Figure 1. Met3 routing (run 1).
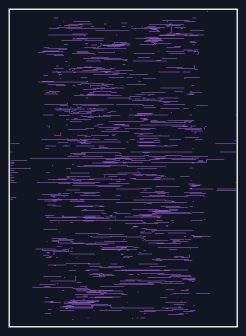
Figure 2. Wires at chosen ports, followed through buffers (run 1).
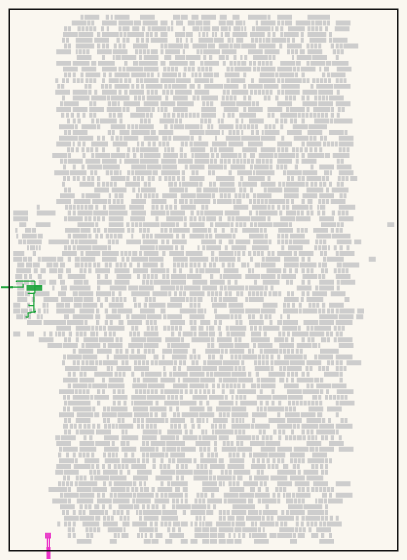
Figure 3. Register map, names as in the netlist (run 1).
Other sequential cells in the stronger gray, the rest of the logic in the fainter gray.
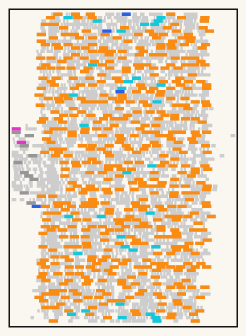
`config.mk`:
```
export PLATFORM = sky130hd
export DESIGN_NAME = axil_write_regfile
export DESIGN_NICKNAME = d
export VERILOG_FILES = /design/src/rtl/axil_pkg.sv /design/src/rtl/axil_strb_reg.sv /design/src/rtl/axil_write_regfile.sv
export SDC_FILE = /design/constraint.sdc
export NUM_CORES = 1
export LEC_CHECK = 0
export CORE_ASPECT_RATIO = 1.4
export CORE_UTILIZATION = 55
export CTS_CLUSTER_SIZE = 40
export DETAILED_ROUTE_END_ITERATION = 8
export PLACE_DENSITY = 0.78
export SETUP_SLACK_MARGIN = 0.15
export SLEW_MARGIN = 20
export SYNTH_ARGS = -nofsm -noshare
export SYNTH_HDL_FRONTEND = slang
export SYNTH_SLANG_ARGS = --single-unit
```
`constraint.sdc`:
```
create_clock -name ACLK -period 3.9 [get_ports ACLK]
set_input_delay 0.78 -clock ACLK [delete_from_list [all_inputs] [get_ports ACLK]]
set_output_delay 0.78 -clock ACLK [all_outputs]
set_load 0.02 [all_outputs]
```
`src/rtl/axil_pkg.sv`:
```
// Shared types and constants for the AXI4-Lite write-side register file.
package axil_pkg;

  localparam int DATA_W = 32;
  localparam int STRB_W = 4;

  localparam logic [1:0] RESP_OKAY   = 2'b00;
  localparam logic [1:0] RESP_SLVERR = 2'b10;

  typedef enum logic [1:0] {
    IDLE   = 2'd0,
    COMMIT = 2'd1,
    RESP   = 2'd2
  } state_t;

  // Replace the byte lanes selected by strb with the matching lanes of new_val.
  function automatic logic [DATA_W-1:0] strb_merge(
    input logic [DATA_W-1:0] old_val,
    input logic [DATA_W-1:0] new_val,
    input logic [STRB_W-1:0] strb
  );
    logic [DATA_W-1:0] res;
    res = old_val;
    for (int i = 0; i < STRB_W; i++) begin
      if (strb[i]) begin
        res[8*i +: 8] = new_val[8*i +: 8];
      end else begin
        res[8*i +: 8] = old_val[8*i +: 8];
      end
    end
    return res;
  endfunction

endpackage

```
`src/rtl/axil_strb_reg.sv`:
```
// One 32-bit register with per-byte write enables.
module axil_strb_reg
  import axil_pkg::*;
(
  input  logic              clk,
  input  logic              rst,
  input  logic              en,
  input  logic [STRB_W-1:0] strb,
  input  logic [DATA_W-1:0] din,
  output logic [DATA_W-1:0] q
);

  logic [DATA_W-1:0] q_r;

  // Storage with synchronous clear and byte-strobed update.
  always_ff @(posedge clk) begin
    if (rst) begin
      q_r <= {DATA_W{1'b0}};
    end else if (en) begin
      q_r <= strb_merge(q_r, din, strb);
    end else begin
      q_r <= q_r;
    end
  end

  assign q = q_r;

endmodule

```
`src/rtl/axil_write_regfile.sv`:
```
// AXI4-Lite write slave joining AW and W beats into a bank of byte-strobed registers.
// Optional macro AXIL_WR_SLVERR_EN: reject out-of-range addresses with SLVERR.
module axil_write_regfile
  import axil_pkg::*;
#(
  parameter  int NUM_REGS = 16,
  localparam int IDX_W    = $clog2(NUM_REGS)
) (
  input  logic              ACLK,
  input  logic              ARESET,
  input  logic              AWVALID,
  output logic              AWREADY,
  input  logic [31:0]       AWADDR,
  input  logic              WVALID,
  output logic              WREADY,
  input  logic [DATA_W-1:0] WDATA,
  input  logic [STRB_W-1:0] WSTRB,
  output logic              BVALID,
  input  logic              BREADY,
  output logic [1:0]        BRESP,
  input  logic [IDX_W-1:0]  RD_IDX,
  output logic [DATA_W-1:0] RD_DATA,
  output logic              WR_PULSE
);

  state_t              state_r, state_nxt_s;
  logic                aw_full_r, aw_full_nxt_s;
  logic                w_full_r, w_full_nxt_s;
  logic [IDX_W-1:0]    idx_r;
  logic [DATA_W-1:0]   wdata_r;
  logic [STRB_W-1:0]   wstrb_r;
  logic                awready_r, wready_r, bvalid_r, wr_pulse_r;
  logic [1:0]          bresp_r;
  logic                aw_hs_s, w_hs_s, commit_ok_s;
  logic [DATA_W-1:0]   regs_s [NUM_REGS];

  assign aw_hs_s = AWVALID && awready_r;
  assign w_hs_s  = WVALID && wready_r;

`ifdef AXIL_WR_SLVERR_EN
  logic oor_r, oor_nxt_s;
  logic unused_s;
  assign unused_s = ^AWADDR[1:0];

  // Out-of-range flag follows the address captured into the AW holding register.
  always_comb begin
    oor_nxt_s = oor_r;
    if (aw_hs_s) begin
      oor_nxt_s = (AWADDR[31:IDX_W+2] != {(30-IDX_W){1'b0}});
    end else begin
      oor_nxt_s = oor_r;
    end
  end

  // Out-of-range flag register.
  always_ff @(posedge ACLK) begin
    if (ARESET) begin
      oor_r <= 1'b0;
    end else begin
      oor_r <= oor_nxt_s;
    end
  end

  assign commit_ok_s = !oor_nxt_s;
`else
  logic unused_s;
  assign unused_s    = ^{AWADDR[31:IDX_W+2], AWADDR[1:0]};
  assign commit_ok_s = 1'b1;
`endif

  // Next-state and holding-register occupancy.
  always_comb begin
    state_nxt_s   = state_r;
    aw_full_nxt_s = aw_full_r;
    w_full_nxt_s  = w_full_r;
    case (state_r)
      IDLE: begin
        aw_full_nxt_s = aw_full_r | aw_hs_s;
        w_full_nxt_s  = w_full_r | w_hs_s;
        if (aw_full_nxt_s && w_full_nxt_s) begin
          state_nxt_s = COMMIT;
        end else begin
          state_nxt_s = IDLE;
        end
      end
      COMMIT: begin
        state_nxt_s = RESP;
      end
      RESP: begin
        if (BREADY) begin
          state_nxt_s   = IDLE;
          aw_full_nxt_s = 1'b0;
          w_full_nxt_s  = 1'b0;
        end else begin
          state_nxt_s = RESP;
        end
      end
      default: begin
        state_nxt_s   = IDLE;
        aw_full_nxt_s = 1'b0;
        w_full_nxt_s  = 1'b0;
      end
    endcase
  end

  // State, holding registers and registered handshake outputs.
  always_ff @(posedge ACLK) begin
    if (ARESET) begin
      state_r    <= IDLE;
      aw_full_r  <= 1'b0;
      w_full_r   <= 1'b0;
      idx_r      <= {IDX_W{1'b0}};
      wdata_r    <= {DATA_W{1'b0}};
      wstrb_r    <= {STRB_W{1'b0}};
      awready_r  <= 1'b0;
      wready_r   <= 1'b0;
      bvalid_r   <= 1'b0;
      bresp_r    <= RESP_OKAY;
      wr_pulse_r <= 1'b0;
    end else begin
      state_r   <= state_nxt_s;
      aw_full_r <= aw_full_nxt_s;
      w_full_r  <= w_full_nxt_s;
      if (aw_hs_s) begin
        idx_r <= AWADDR[IDX_W+1:2];
      end
      if (w_hs_s) begin
        wdata_r <= WDATA;
        wstrb_r <= WSTRB;
      end
      // READYs are computed one edge early so they are clean flops.
      awready_r  <= (state_nxt_s == IDLE) && !aw_full_nxt_s;
      wready_r   <= (state_nxt_s == IDLE) && !w_full_nxt_s;
      bvalid_r   <= (state_nxt_s == RESP);
      wr_pulse_r <= (state_r == IDLE) && (state_nxt_s == COMMIT) && commit_ok_s;
      if (state_r == COMMIT) begin
        bresp_r <= commit_ok_s ? RESP_OKAY : RESP_SLVERR;
      end
    end
  end

  // WR_PULSE is high exactly during a committing COMMIT cycle, so it doubles as the write enable.
  for (genvar g = 0; g < NUM_REGS; g++) begin : g_regs
    axil_strb_reg u_reg (
      .clk  (ACLK),
      .rst  (ARESET),
      .en   (wr_pulse_r && (idx_r == IDX_W'(g))),
      .strb (wstrb_r),
      .din  (wdata_r),
      .q    (regs_s[g])
    );
  end

  assign AWREADY  = awready_r;
  assign WREADY   = wready_r;
  assign BVALID   = bvalid_r;
  assign BRESP    = bresp_r;
  assign WR_PULSE = wr_pulse_r;
  assign RD_DATA  = regs_s[RD_IDX];

endmodule
```
==> impl_metrics.json, run 1 <==
{
  "status": "finished, final reports clean",
  "nFillCells": 3753,
  "tool_warnings": 56,
  "synthTopCellsByArea": "dfxtp_1, mux4_2, a21oi_1",
  "final_nets": 2769,
  "largest_register_ffs": 512,
  "p_leak_nw": 8.39,
  "clkSinkCount": 560,
  "cts_root_buffer": "clkbuf_16",
  "worst_pin_slew_ps": 1140,
  "start_kind": "input port",
  "finalCriticalPeriod_ps": 3740,
  "path_depth": 6,
  "cp.buffers_inverters": 3,
  "cts_inserted_buffers": 51,
  "timing.final.max_slew_violations": 0,
  "grt-ovfl-total": 0,
  "postLayoutCellArea_mm2": 0.0275,
  "io_pins": 115,
  "ant_nets": 0,
  "internal_power_mw": 8.98,
  "post_cts_resized": 0,
  "critPathTopFamily": "buffers and inverters",
  "grt_pass1_wl_mm": 120,
  "final_cells": 3343,
  "layout_top_cell": "dfxtp_1",
  "worstPathRequired_ps": 3120,
  "fin_skew_ps": 13.7,
  "cp-endpoint": "RD_DATA[2]",
  "p_sw_share_pct": 24.2,
  "ff2ff_path_depth": 4,
  "die_height_um": 255,
  "pre_cts_slack_ps": 207,
  "placed_cell_area_mm2": 0.0257,
  "yosys_area_mm2": 0.0252,
  "synth_seq_share_pct": 44.6,
  "clk_path_buf_depth": 3
}
## Picture notes: Figure 1
nets with wire on the layer	205
wire length on this layer	7620 um
longest straight run	92.5 um
via count: 22900
final wirelength: 77.6 mm
M3 GR Usage: 4.68%

## Picture notes: Figure 2
port	color	bits	direction	end cells	buffers	wire
`AWREADY`	green	1	output	1	1	48.2 um
`BRESP`	magenta	2	output	2	0	11.7 um

## Picture notes: Figure 3
signal	color	sequential cells
`state_r`	magenta	2
`g_regs.u_reg.q`	orange	512
`wdata_r`	cyan	32
`wstrb_r`	blue	4

-- run 1: layer usage --
layer,vias up,wire (um)
met5,-,0
met4,0,4570
met3,333,7620
met2,1370,36500
met1,11100,28900
li1,10100,-
-- run 1: layout make-up --
cell class	instances	area (um^2)	share of cell area (%)
clock buffers	78	1550	5.64
clock inverters	15	184	0.669
multi-input cells	1944	12300	44.7
flip-flops and latches	560	11200	40.8
well taps	611	764	2.78
repair buffers	135	1510	5.48
-- run 1: kinds of logic (layout without fill, tap and decap cells) --
kind of cell,after synthesis,count (layout),synth area share [%]
simple gates,677,677,13.4
flops,560,560,44.6
compound gates,1137,1137,23.3
mux,128,128,11.5
buf+inv,404,228,7.30
other cells,1,2,0.0149
Figure 4. Wiring heat map (run 1).
The die is cut into 18 by 26 equal tiles; black is low, pale yellow is high, scaled to the fullest tile. Values are wire area over tile area, all layers added.
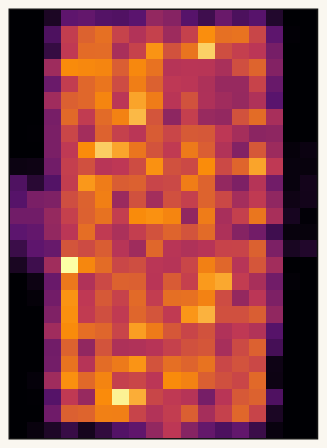

--- run 2 (diff from run 1) ---
Settings changed: CAP_MARGIN set to 20, DONT_BUFFER_PORTS set to 1, PLACE_DENSITY 0.78 to 0.74.
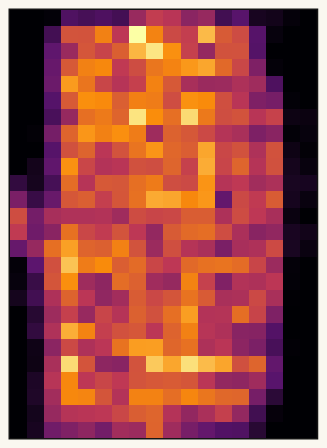
Figure 5: run 2, wiring heat map.
The die is cut into 18 by 26 equal tiles; black is low, pale yellow is high, scaled to the fullest tile. Values are wire area over tile area, all layers added.
tiles over half the peak	45%
fullest tile	0.67
mean over tiles	0.28
nearly empty tiles	15%
WL per Instance: 23.5 um
via count: 22400
final wirelength: 76.2 mm
GRT Total Usage: 32.1%

==> run 2 against run 1 <==
Effect of this change: wire length shrank 1.7%; the run now ends with slew limit left; sequential power is essentially flat; setup slack gained 880 ps; count of clock-buffer cells in the layout shrank 3; core utilization shrank 2.9 points; final cell count shrank 3.1%; first-iteration DRC count shrank 7.1%; clock power shrank 5.4%; sequential cell count is the same; clock skew shrank 3.6 ps.
==> impl_metrics.json, run 2 <==
{
  "largest_register_ffs": 512,
  "p_leak_nw": 7.84,
  "final_nets": 2669,
  "die_height_um": 255,
  "tool_warnings": 60,
  "clk_path_buf_depth": 3,
  "final_cells": 3241,
  "fin_skew_ps": 10.1,
  "cp.buffers_inverters": 1,
  "comb_share_pct": 46.9,
  "inverters_excl_clock": 0,
  "timing.final.max_slew_violations": 316,
  "largestClassByArea": "combinational gates",
  "buf_share_pct": 1.15,
  "critPathTopFamily": "buffers and inverters",
  "status": "finished with violations",
  "signal_buffers": 35,
  "clkbuf_count": 75,
  "violations": "slew limit",
  "path_depth": 4,
  "grt_pass1_wl_mm": 118,
  "pre_cts_slack_ps": 1110,
  "tap_cells": 611,
  "postLayoutCellArea_mm2": 0.0262,
  "nFillCells": 3935,
  "clkCellAreaFrac_pct": 6.21,
  "p_sw_share_pct": 23.5,
  "cts_inserted_buffers": 51,
  "worstPathRequired_ps": 3120,
  "seq_area_mm2": 0.0112,
  "synth_seq_share_pct": 44.6,
  "yosys_area_mm2": 0.0252,
  "ff2ff_path_depth": 4,
  "internal_power_mw": 8.64,
  "cts_root_buffer": "clkbuf_16",
  "cp-endpoint": "RD_DATA[3]"
}
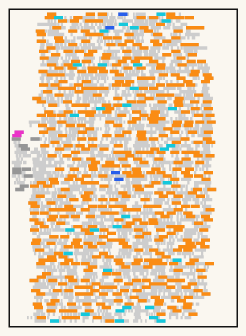
Figure 6: run 2, register map, names as in the netlist.
Other sequential cells in the stronger gray, the rest of the logic in the fainter gray.
signal	color	sequential cells
`state_r`	magenta	2
`g_regs.u_reg.q`	orange	512
`wstrb_r`	blue	4
`wdata_r`	cyan	32
not colored	10

-- run 2: cell count changes in the layout (fill, tap and decap cells not counted), moves of 2 or more --
cell,change
clkinv_2,+5
and4bb_4,+2
bufinv_16,-3
and4bb_2,-2
clkbuf_8,-3
buf_4,+2
buf_12,-19
clkdlybuf4s50_1,-80
-- run 2: logic make-up after synthesis --
group	Yosys count	share of synthesized area, %
mux	128	11.5
flops	560	44.6
compound gates	1137	23.3
buf+inv	404	7.30
simple gates	677	13.4
other cells	1	0.0149
-- run 2: metal layers --
layer / global-route usage [%] / vias up / wire [um]
met5: 0 / - / 0
met3: 6.25 / 268 / 8650
li1: - / 9917 / -
met2: 51.9 / 1342 / 35800
met1: 40.8 / 10900 / 28100
met4: 16.8 / 0 / 3720
Power and IR drop assume default switching activity.
